## src/rtl/bus_line_monitor_pkg.sv

```systemverilog
// rtl/bus_line_monitor_pkg.sv - shared widths, timing types and bus event classification
package bus_line_monitor_pkg;

    localparam int FILTER_W_DEF = 4;
    localparam int IDLE_W_DEF   = 20;

    typedef logic [FILTER_W_DEF-1:0] filter_cnt_t;
    typedef logic [IDLE_W_DEF-1:0]   idle_cnt_t;

    typedef enum logic [1:0] {
        EV_NONE  = 2'd0,
        EV_START = 2'd1,
        EV_STOP  = 2'd2
    } bus_event_e;

    // SDA may only signal a condition while SCL is high and not itself moving.
    function automatic bus_event_e classify_event(
        input logic scl_level,
        input logic scl_rise,
        input logic scl_fall,
        input logic sda_rise,
        input logic sda_fall
    );
        if (!scl_level || scl_rise || scl_fall) begin
            return EV_NONE;
        end
        if (sda_fall) begin
            return EV_START;
        end
        if (sda_rise) begin
            return EV_STOP;
        end
        return EV_NONE;
    endfunction

endpackage

```

## src/rtl/bus_line_monitor_line_filter.sv

```systemverilog
// rtl/bus_line_monitor_line_filter.sv - pad synchroniser, stable-count spike filter and edge pulses
module bus_line_monitor_line_filter #(
    parameter int SYNC_STAGES = 2,
    parameter int FILTER_W    = 4
) (
    input  logic                clk_i,
    input  logic                rst_ni,
    input  logic                enable_i,
    input  logic                line_i,
    input  logic [FILTER_W-1:0] t_filter_i,
    output logic                filt_o,
    output logic                rise_o,
    output logic                fall_o,
    output logic                rise_pulse_o,
    output logic                fall_pulse_o
);

    logic [SYNC_STAGES-1:0] sync_q;
    logic [FILTER_W-1:0]    cnt_q;
    logic                   sync;
    logic                   accept;

    always_ff @(posedge clk_i or negedge rst_ni) begin
        if (!rst_ni) begin
            sync_q <= '1;
        end else begin
            sync_q <= {sync_q[SYNC_STAGES-2:0], line_i};
        end
    end

    assign sync = sync_q[SYNC_STAGES-1];

    // rise_o/fall_o announce the change filt_o takes at the coming edge,
    // so the top can register START/STOP in step with the edge pulses.
    assign accept = enable_i && (sync != filt_o) && (cnt_q >= t_filter_i);
    assign rise_o = accept && sync;
    assign fall_o = accept && !sync;

    always_ff @(posedge clk_i or negedge rst_ni) begin
        if (!rst_ni) begin
            cnt_q        <= '0;
            filt_o       <= 1'b1;
            rise_pulse_o <= 1'b0;
            fall_pulse_o <= 1'b0;
        end else begin
            rise_pulse_o <= rise_o;
            fall_pulse_o <= fall_o;
            if (!enable_i) begin
                cnt_q  <= '0;
                filt_o <= sync;
            end else if (sync == filt_o) begin
                cnt_q <= '0;
            end else if (accept) begin
                cnt_q  <= '0;
                filt_o <= sync;
            end else begin
                cnt_q <= cnt_q + 1'b1;
            end
        end
    end

endmodule

```

## src/rtl/bus_line_monitor.sv

```systemverilog
// rtl/bus_line_monitor.sv - SCL/SDA receive front end with START/STOP, busy and idle detection
module bus_line_monitor
    import bus_line_monitor_pkg::*;
#(
    parameter int SYNC_STAGES = 2,
    parameter int FILTER_W    = FILTER_W_DEF,
    parameter int IDLE_W      = IDLE_W_DEF
) (
    input  logic                clk_i,
    input  logic                rst_ni,
    input  logic                enable_i,
    input  logic                scl_i,
    input  logic                sda_i,
    input  logic [FILTER_W-1:0] t_filter_i,
    input  logic [IDLE_W-1:0]   t_idle_i,
    output logic                scl_o,
    output logic                sda_o,
    output logic                scl_posedge_o,
    output logic                scl_negedge_o,
    output logic                sda_posedge_o,
    output logic                sda_negedge_o,
    output logic                start_det_o,
    output logic                rstart_det_o,
    output logic                stop_det_o,
    output logic                bus_busy_o,
    output logic                bus_idle_o
);

    logic        scl_rise, scl_fall, sda_rise, sda_fall;
    logic [IDLE_W-1:0] idle_cnt;
    bus_event_e  ev;

    bus_line_monitor_line_filter #(
        .SYNC_STAGES (SYNC_STAGES),
        .FILTER_W    (FILTER_W)
    ) u_scl (
        .clk_i        (clk_i),
        .rst_ni       (rst_ni),
        .enable_i     (enable_i),
        .line_i       (scl_i),
        .t_filter_i   (t_filter_i),
        .filt_o       (scl_o),
        .rise_o       (scl_rise),
        .fall_o       (scl_fall),
        .rise_pulse_o (scl_posedge_o),
        .fall_pulse_o (scl_negedge_o)
    );

    bus_line_monitor_line_filter #(
        .SYNC_STAGES (SYNC_STAGES),
        .FILTER_W    (FILTER_W)
    ) u_sda (
        .clk_i        (clk_i),
        .rst_ni       (rst_ni),
        .enable_i     (enable_i),
        .line_i       (sda_i),
        .t_filter_i   (t_filter_i),
        .filt_o       (sda_o),
        .rise_o       (sda_rise),
        .fall_o       (sda_fall),
        .rise_pulse_o (sda_posedge_o),
        .fall_pulse_o (sda_negedge_o)
    );

    assign ev = classify_event(scl_o, scl_rise, scl_fall, sda_rise, sda_fall);

    always_ff @(posedge clk_i or negedge rst_ni) begin
        if (!rst_ni) begin
            start_det_o  <= 1'b0;
            rstart_det_o <= 1'b0;
            stop_det_o   <= 1'b0;
            bus_busy_o   <= 1'b0;
        end else begin
            start_det_o  <= (ev == EV_START) && !bus_busy_o;
            rstart_det_o <= (ev == EV_START) && bus_busy_o;
            stop_det_o   <= (ev == EV_STOP);
            if (!enable_i) begin
                bus_busy_o <= 1'b0;
            end else if (ev == EV_START) begin
                bus_busy_o <= 1'b1;
            end else if (ev == EV_STOP) begin
                bus_busy_o <= 1'b0;
            end
        end
    end

    always_ff @(posedge clk_i or negedge rst_ni) begin
        if (!rst_ni) begin
            idle_cnt   <= '0;
            bus_idle_o <= 1'b0;
        end else begin
            if (!enable_i || !scl_o || !sda_o) begin
                idle_cnt <= '0;
            end else if (idle_cnt != '1) begin
                idle_cnt <= idle_cnt + 1'b1;
            end
            bus_idle_o <= enable_i && scl_o && sda_o && (idle_cnt >= t_idle_i);
        end
    end

endmodule

```

## config.mk

```make
export PLATFORM = sky130hd
export DESIGN_NAME = bus_line_monitor
export DESIGN_NICKNAME = d
export VERILOG_FILES = /design/src/rtl/bus_line_monitor_pkg.sv /design/src/rtl/bus_line_monitor_line_filter.sv /design/src/rtl/bus_line_monitor.sv
export SDC_FILE = /design/constraint.sdc
export NUM_CORES = 1
export LEC_CHECK = 0
export ABC_AREA = 0
export CAP_MARGIN = 15
export CORE_UTILIZATION = 30
export DETAILED_ROUTE_END_ITERATION = 6
export GPL_ROUTABILITY_DRIVEN = 0
export GPL_TIMING_DRIVEN = 0
export PLACE_DENSITY = 0.57
export SLEW_MARGIN = 40
export SYNTH_ARGS = -nofsm -noshare
export SYNTH_HDL_FRONTEND = slang
export SYNTH_SLANG_ARGS = --single-unit
```

## constraint.sdc

```tcl
create_clock -name clk_i -period 2.3 [get_ports clk_i]
set_input_delay 0.23 -clock clk_i [delete_from_list [all_inputs] [get_ports clk_i]]
set_output_delay 0.23 -clock clk_i [all_outputs]
set_load 0.005 [all_outputs]
```

**Run 1: power grid**

Scale bar: 20 um. Pins as bars on the die edge.
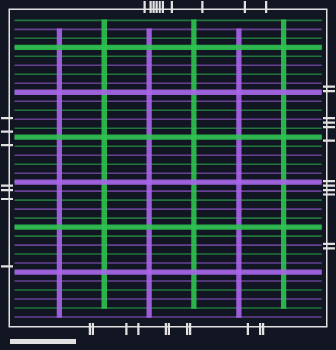
VSS: shown in purple. VDD: shown in green.
40 signal pins sit on the boundary. The core has 33 rows. 34 met1 rails follow the rows. 6 straps on met4.
Max IR drop VDD: 0.000280 V
Die W: 95.6 um
Core Region: 8340 um2

**Run 1: placement by cell class**

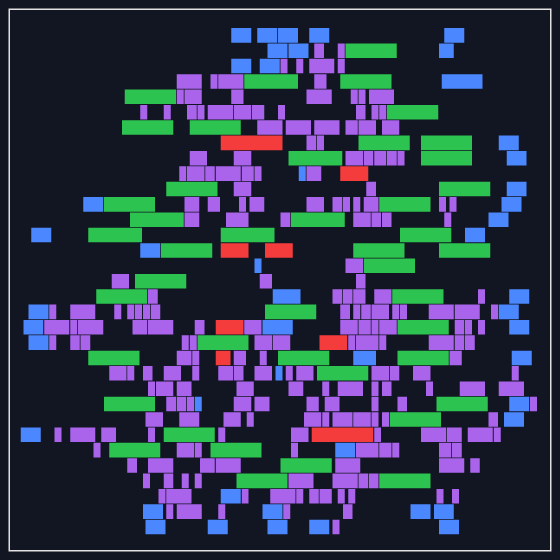
all other logic: shown in purple, cells 227, share of their area 47%. clock drivers and dummy loads: shown in red, cells 8, share of their area 4.3%. other buffers and delay cells: shown in blue, cells 48, share of their area 15%. flip-flops: shown in green, cells 43, share of their area 34%.
Final Cell Area: 3310 um2
placement row count: 33
Seq/total area: 32.7%

**Run 1: routed clock nets over the placement**

Scale bar: 20 um.
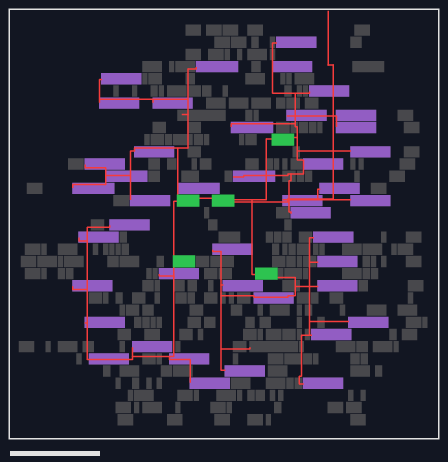
flip-flops: shown in purple, count 43. cells driving clock nets: shown in green, count 5. clock wires: shown in red, length 594 um.
There are 6 routed clock nets.
Clk. pwr: 706 uW
Clock Power Share: 41.5%
worst skew pair latency: 290 ps
clock skew: 4.99 ps

**Run 1: routed metal, one colour a layer**

Scale bar: 20 um.
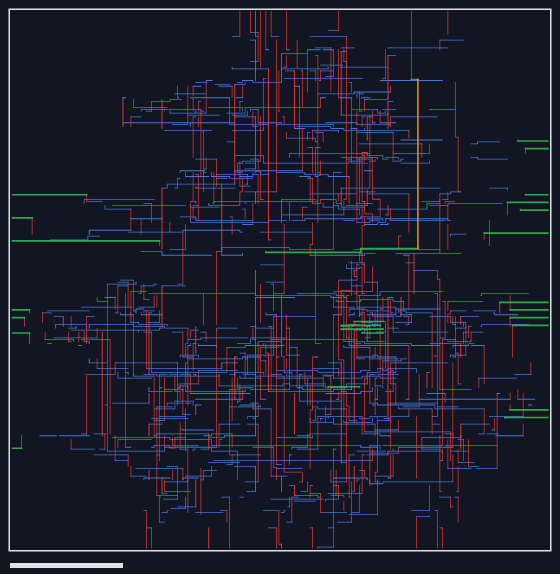
met4: shown in orange, wire length 29.9 um. met1: shown in blue, wire length 2670 um. met2: shown in red, wire length 2420 um. met3: shown in green, wire length 188 um.
Global Route Usage Sum: 13.1%
routed wire length: 5.31 mm
via count: 2058
drt wl/cell: 12.3 um

==> results_dict.tcl, run 1 <==
# metrics dict for downstream scripts
set metrics [dict create \
    synth_flops 43 \
    seq_cells 43 \
    drtIter0Drc 54 \
    slowest_stage "or4_1" \
    hold_ws_ps 293 \
    p_comb_uw 196 \
    met3_usage_pct 2.55 \
    yosys.area_share.aoi_pct 11.0 \
    post_cts_buffers 0 \
    slew_violations 0 \
    final-clk-cell-share_pct 4.11 \
    hold_viol 0 \
    fp_nets 337 \
    worstSetupEndpointType "flip-flop" \
    drv_cap 0 \
    largest_class "multi-input combinational cells" \
    status "finished, final reports clean" \
    grt_overflow 0 \
    fp_util_pct 31.5 \
    final.setup.tns_ps 0 \
    crit_fanout 4 \
    p_int_uw 1320 \
    syn_area_per_cell_um2 9.49 \
    period_used_pct 88.6 \
    p_sw_uw 383 \
    fillers 843 \
    dr.pass1.iters 4 \
    yosys.area_share.simple_pct 18.9 \
    htreeDepth 2 \
    syn2layout_area_growth_pct 26.1 \
    worstPathCellList "inv_1 > ha_1 > nand2b_1 > a211o_1 > a31o_2 > or4_1 > nor2_1" \
]
[run 1: sequential cells by signal, indices dropped and copies added (netlist names)]
| name | count |
|---|---|
| bus_idle_o | 1 |
| u_sda.filt_o | 1 |
| idle_cnt | 20 |
| u_sda.cnt_q | 4 |
| rstart_det_o | 1 |
| bus_busy_o | 1 |
| start_det_o | 1 |
| u_scl.filt_o | 1 |
| stop_det_o | 1 |
| u_sda.rise_pulse_o | 1 |
| u_sda.fall_pulse_o | 1 |
| u_scl.sync_q | 2 |
| u_scl.fall_pulse_o | 1 |
| u_sda.sync_q | 2 |
| u_scl.rise_pulse_o | 1 |
| u_scl.cnt_q | 4 |
[run 1: critical path: cells and delay by family, from the launching register on]
| kind | cells | cell delay (ps) |
|---|---|---|
| AND/OR/NAND/NOR | 3 | 720 |
| AND-OR/OR-AND | 2 | 550 |
| flip-flops | 1 | 400 |
| buffers and inverters | 1 | 60 |
| adder cells (fa/ha/maj) | 1 | 260 |
[run 1: cells in the mapped netlist, types with 2 or more instances]
master     number
o21ai_0         3
nand2b_1        5
nand3_1        14
a31o_2          2
o21ai_1         2
o2111ai_1       6
dfrtp_1        37
and4_1          2
ha_1           31
a31oi_1         2
xor2_1         15
nand2_1        13
nor3b_1         2
clkbuf_1        4
nor3_1          6
o211ai_1        3
nor2_1         38
nand4_1         5
inv_1          32
and2_2          2
dfstp_2         6
a21oi_1        16
and3_2          2
xnor2_1         6
nor2b_1         2
[run 1: final timing paths]
check | end | cells after the start
max | start_det_o | 7
min | u_sda.cnt_q[0] | 2
max reg2reg | start_det_o | 7
min reg2reg | u_scl.sync_q[1] | 0
max in group asynchronous | u_scl.sync_q[1] | 3
min in group clk_i | u_sda.sync_q[0] | 1
**Run 1: clock nets**

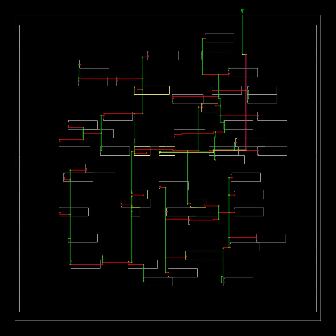

--- run 2 (diff from run 1) ---
clock period = 2 ns   (was 2.3 ns; I/O delays follow)
**Run 2: clock nets**

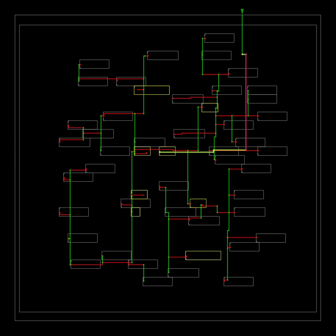
CTS sink count: 43
Num CTS Buffers: 5
CLK BUF: 5
Clk. pwr: 814 uW

==> run 2 against run 1 <==
Final area grew 1.8%. First-iteration DRC count grew 17%. Clock skew is essentially flat. Sequential power grew 15%. Area after synthesis is the same. Flip-flop count is the same. Combinational power grew 19%. Cell count grew 1.2%.
==> results_dict.tcl, run 2 <==
# metrics dict for downstream scripts
set metrics [dict create \
    via_count 2072 \
    drtIter0Drc 63 \
    worstSetupEndpointType "flip-flop" \
    p_int_uw 1520 \
    dr.pass1.iters 4 \
    synth_flops 43 \
    syn2layout_area_growth_pct 28.4 \
    clock_latency_ps 290 \
    largest_register_ffs 20 \
    hold_viol 0 \
    p_comb_uw 234 \
    fin_skew_ps 5.05 \
    slew_violations 0 \
    grt_overflow 0 \
    track_usage_pct 13.1 \
    common_cells "38 x nor2_1, 37 x dfrtp_1, 32 x inv_1" \
    wl_per_cell_um 12.4 \
    fp_util_pct 31.5 \
    period_used_pct 95.7 \
    reg_top3 "idle_cnt (20), u_scl.cnt_q (4), u_sda.cnt_q (4)" \
    status "finished, final reports clean" \
    rows 33 \
    vdd_drop_max_v 0.000323 \
    clkPwrFrac_pct 41.4 \
    r2r_cells 7 \
    hold_ws_ps 263 \
    regToRegEndpoint "start_det_o" \
]
run 2: how the worst min path moves through the flow:
stage	startpoint	end	slack, ps	cells after the start
6_report	rst_ni	u_sda.cnt_q[0]	260	2
5_1_grt	rst_ni	u_sda.cnt_q[0]	250	2
4_1_cts	rst_ni	u_sda.cnt_q[0]	250	2
3_5_place_dp	rst_ni	u_sda.cnt_q[0]	40	1
3_3_place_gp	u_scl.sync_q[0]	u_scl.sync_q[1]	350	0
2_1_floorplan	rst_ni	bus_busy_o	-100	0
run 2: final cells by class:
cell class / instances / area [um2] / share of cell area [%]
inverter: 32 / 120 / 3.56
tap: 105 / 131 / 3.89
sequential: 43 / 1090 / 32.2
buffer: 6 / 51.3 / 1.52
clock buffer: 5 / 68.8 / 2.04
timing repair buffer: 47 / 463 / 13.7
multi-input combinational: 195 / 1390 / 41.0
clock inverter: 3 / 67.6 / 2.00
run 2: critical path: stages:
cell             delay (ps)
clkdlybuf4s50_1         450
ha_1                    300
nand2b_1                140
a211o_1                 280
a31o_4                  240
or4_4                   440
nor2_1                  100
run 2: per-layer routing:
layer,vias to the layer above,part of all wire (%),track usage [%]
met5,-,0,0
met4,0,0.54,3.36
met3,2,3.6,2.55
met2,31,46,20.9
met1,979,49,18.1
li1,1060,-,-
run 2: kinds of logic (layout without fill, tap and decap cells):
kind of cell	count (synthesis)	after routing	share of synthesized area, %
xor gates and xnor gates	21	21	7.00
and+or+nand+nor	99	99	18.9
AOI/OAI and AO/OA	43	43	11.0
buffers and inverters	39	93	6.66
adders and majority gates	31	31	14.8
muxes	1	1	0.428
DFF	43	43	41.2
run 2: what timing repair did:
action                                  CTS  global route
hold endpoints to repair                 38             0
pin swaps                                 0             1
gates cloned                              0             0
endpoints found under the setup margin    3            10
setup buffers                             1             5
gates resized                             0             7
hold buffers                              1             0
**Run 2: placement by cell class**

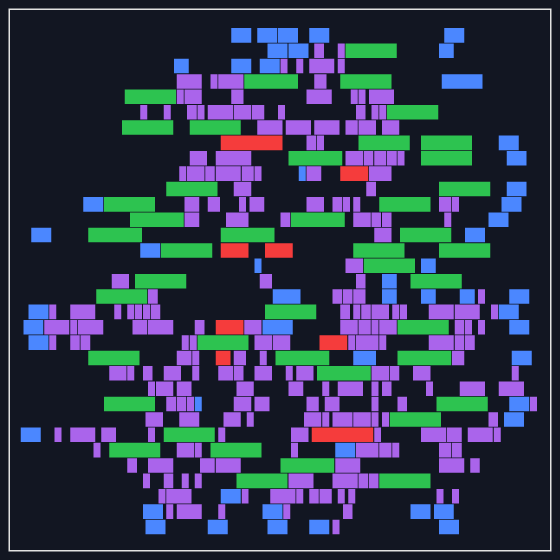

--- run 3 (diff from run 2) ---
CAP_MARGIN = 20   (was 15)
SLEW_MARGIN = 15   (was 40)
**Run 3: placement by cell class**

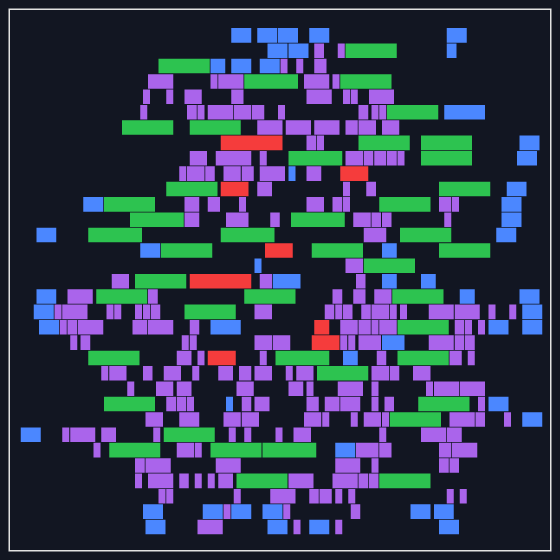
other buffers and delay cells: shown in blue, cells 53, share of their area 16%. all other logic: shown in purple, cells 227, share of their area 46%. flip-flops: shown in green, cells 43, share of their area 34%. clock drivers and dummy loads: shown in red, cells 8, share of their area 4.2%.
utilization after layout: 40.4%
Seq/total area: 32.2%

==> run 3 against run 2 <==
Hold slack better by 46 ps. Critical path depth unchanged. Total power up 0.27%. Area after synthesis unchanged. Worst setup slack better by 17 ps. Register-to-register slack better by 20 ps. Synthesized cell count unchanged. Sequential share of layout area about the same. Fmax up 0.87%. Routed wire length down 1.0%.
==> results_dict.tcl, run 3 <==
# metrics dict for downstream scripts
set metrics [dict create \
    status "finished, final reports clean" \
    syn_area_per_cell_um2 9.49 \
    dr.pass1.iters 4 \
    hold_viol 0 \
    crit_fanout 3 \
    cts_sinks 43 \
    cts_inserted_buffers 5 \
    slew_violations 0 \
    crit_family "simple AND/OR/NAND/NOR gates" \
    fp_util_pct 31.5 \
    clock_latency_ps 300 \
    regToRegEndpoint "start_det_o" \
    via_count 2064 \
    track_usage_pct 13.0 \
    slowest_delay_ps 450 \
    use_met2_pct 20.8 \
    grt_overflow 0 \
    met1_length_mm 2.65 \
    synth_flops 43 \
    vdd_drop_max_v 0.000267 \
]
## run 3: cells by family (layout without fill, tap and decap cells)
family          count (synthesis)  count (layout)  share of synthesized area, %
compound gates                 43              43                          11.0
xor+xnor                       21              21                          7.00
fa+ha+maj                      31              31                          14.8
buf+inv                        39              93                          6.66
flops                          43              43                          41.2
mux                             1               1                         0.428
simple gates                   99              99                          18.9
## run 3: report_power, final
| group | switching [uW] | internal, uW |
|---|---|---|
| Clock | 322 | 498 |
| Sequential | 22.9 | 896 |
| Combinational | 107 | 126 |
## run 3: cell type report
class                   instances  area, um2  share of cell area [%]
multi-input cells             195       1390                    41.1
flip-flops and latches         43       1090                    32.2
repair buffers                 47        460                    13.7
well taps                     105        131                    3.90
inverters                      32        120                    3.56
clock buffers                   5       68.8                    2.04
clock inverters                 3       67.6                    2.00
plain buffers                   6       51.3                    1.52
## run 3: what timing repair did
item	CTS	global route
endpoints found under the hold margin	19	0
setup buffers	1	5
hold buffers	1	0
pin swaps	0	1
gates resized	0	5
setup endpoints to repair	3	9
## run 3: worst max path at each step
stage | endpoint | depth (start not counted) | slack (ps)
final | start_det_o | 7 | 100
after global routing | idle_cnt[4] | 7 | -0.06
after CTS | start_det_o | 7 | 40
after detailed placement | start_det_o | 7 | -270
after global placement | idle_cnt[5] | 1 | -520
after floorplan | rstart_det_o | 7 | 120
## run 3: metrics by stage
step	setup slack (ps)	utilization, %	TNS (ps)	hold WS [ps]
after floorplan	117	-	0	-95.6
after global placement	-517	37.8	-20610	346
after detailed placement	-271	38.0	-1270	203
after CTS	43.2	39.8	0	302
after global routing	-0.0646	40.4	-0.0646	308
final	102	40.4	0	309
Power and IR drop assume default switching activity.
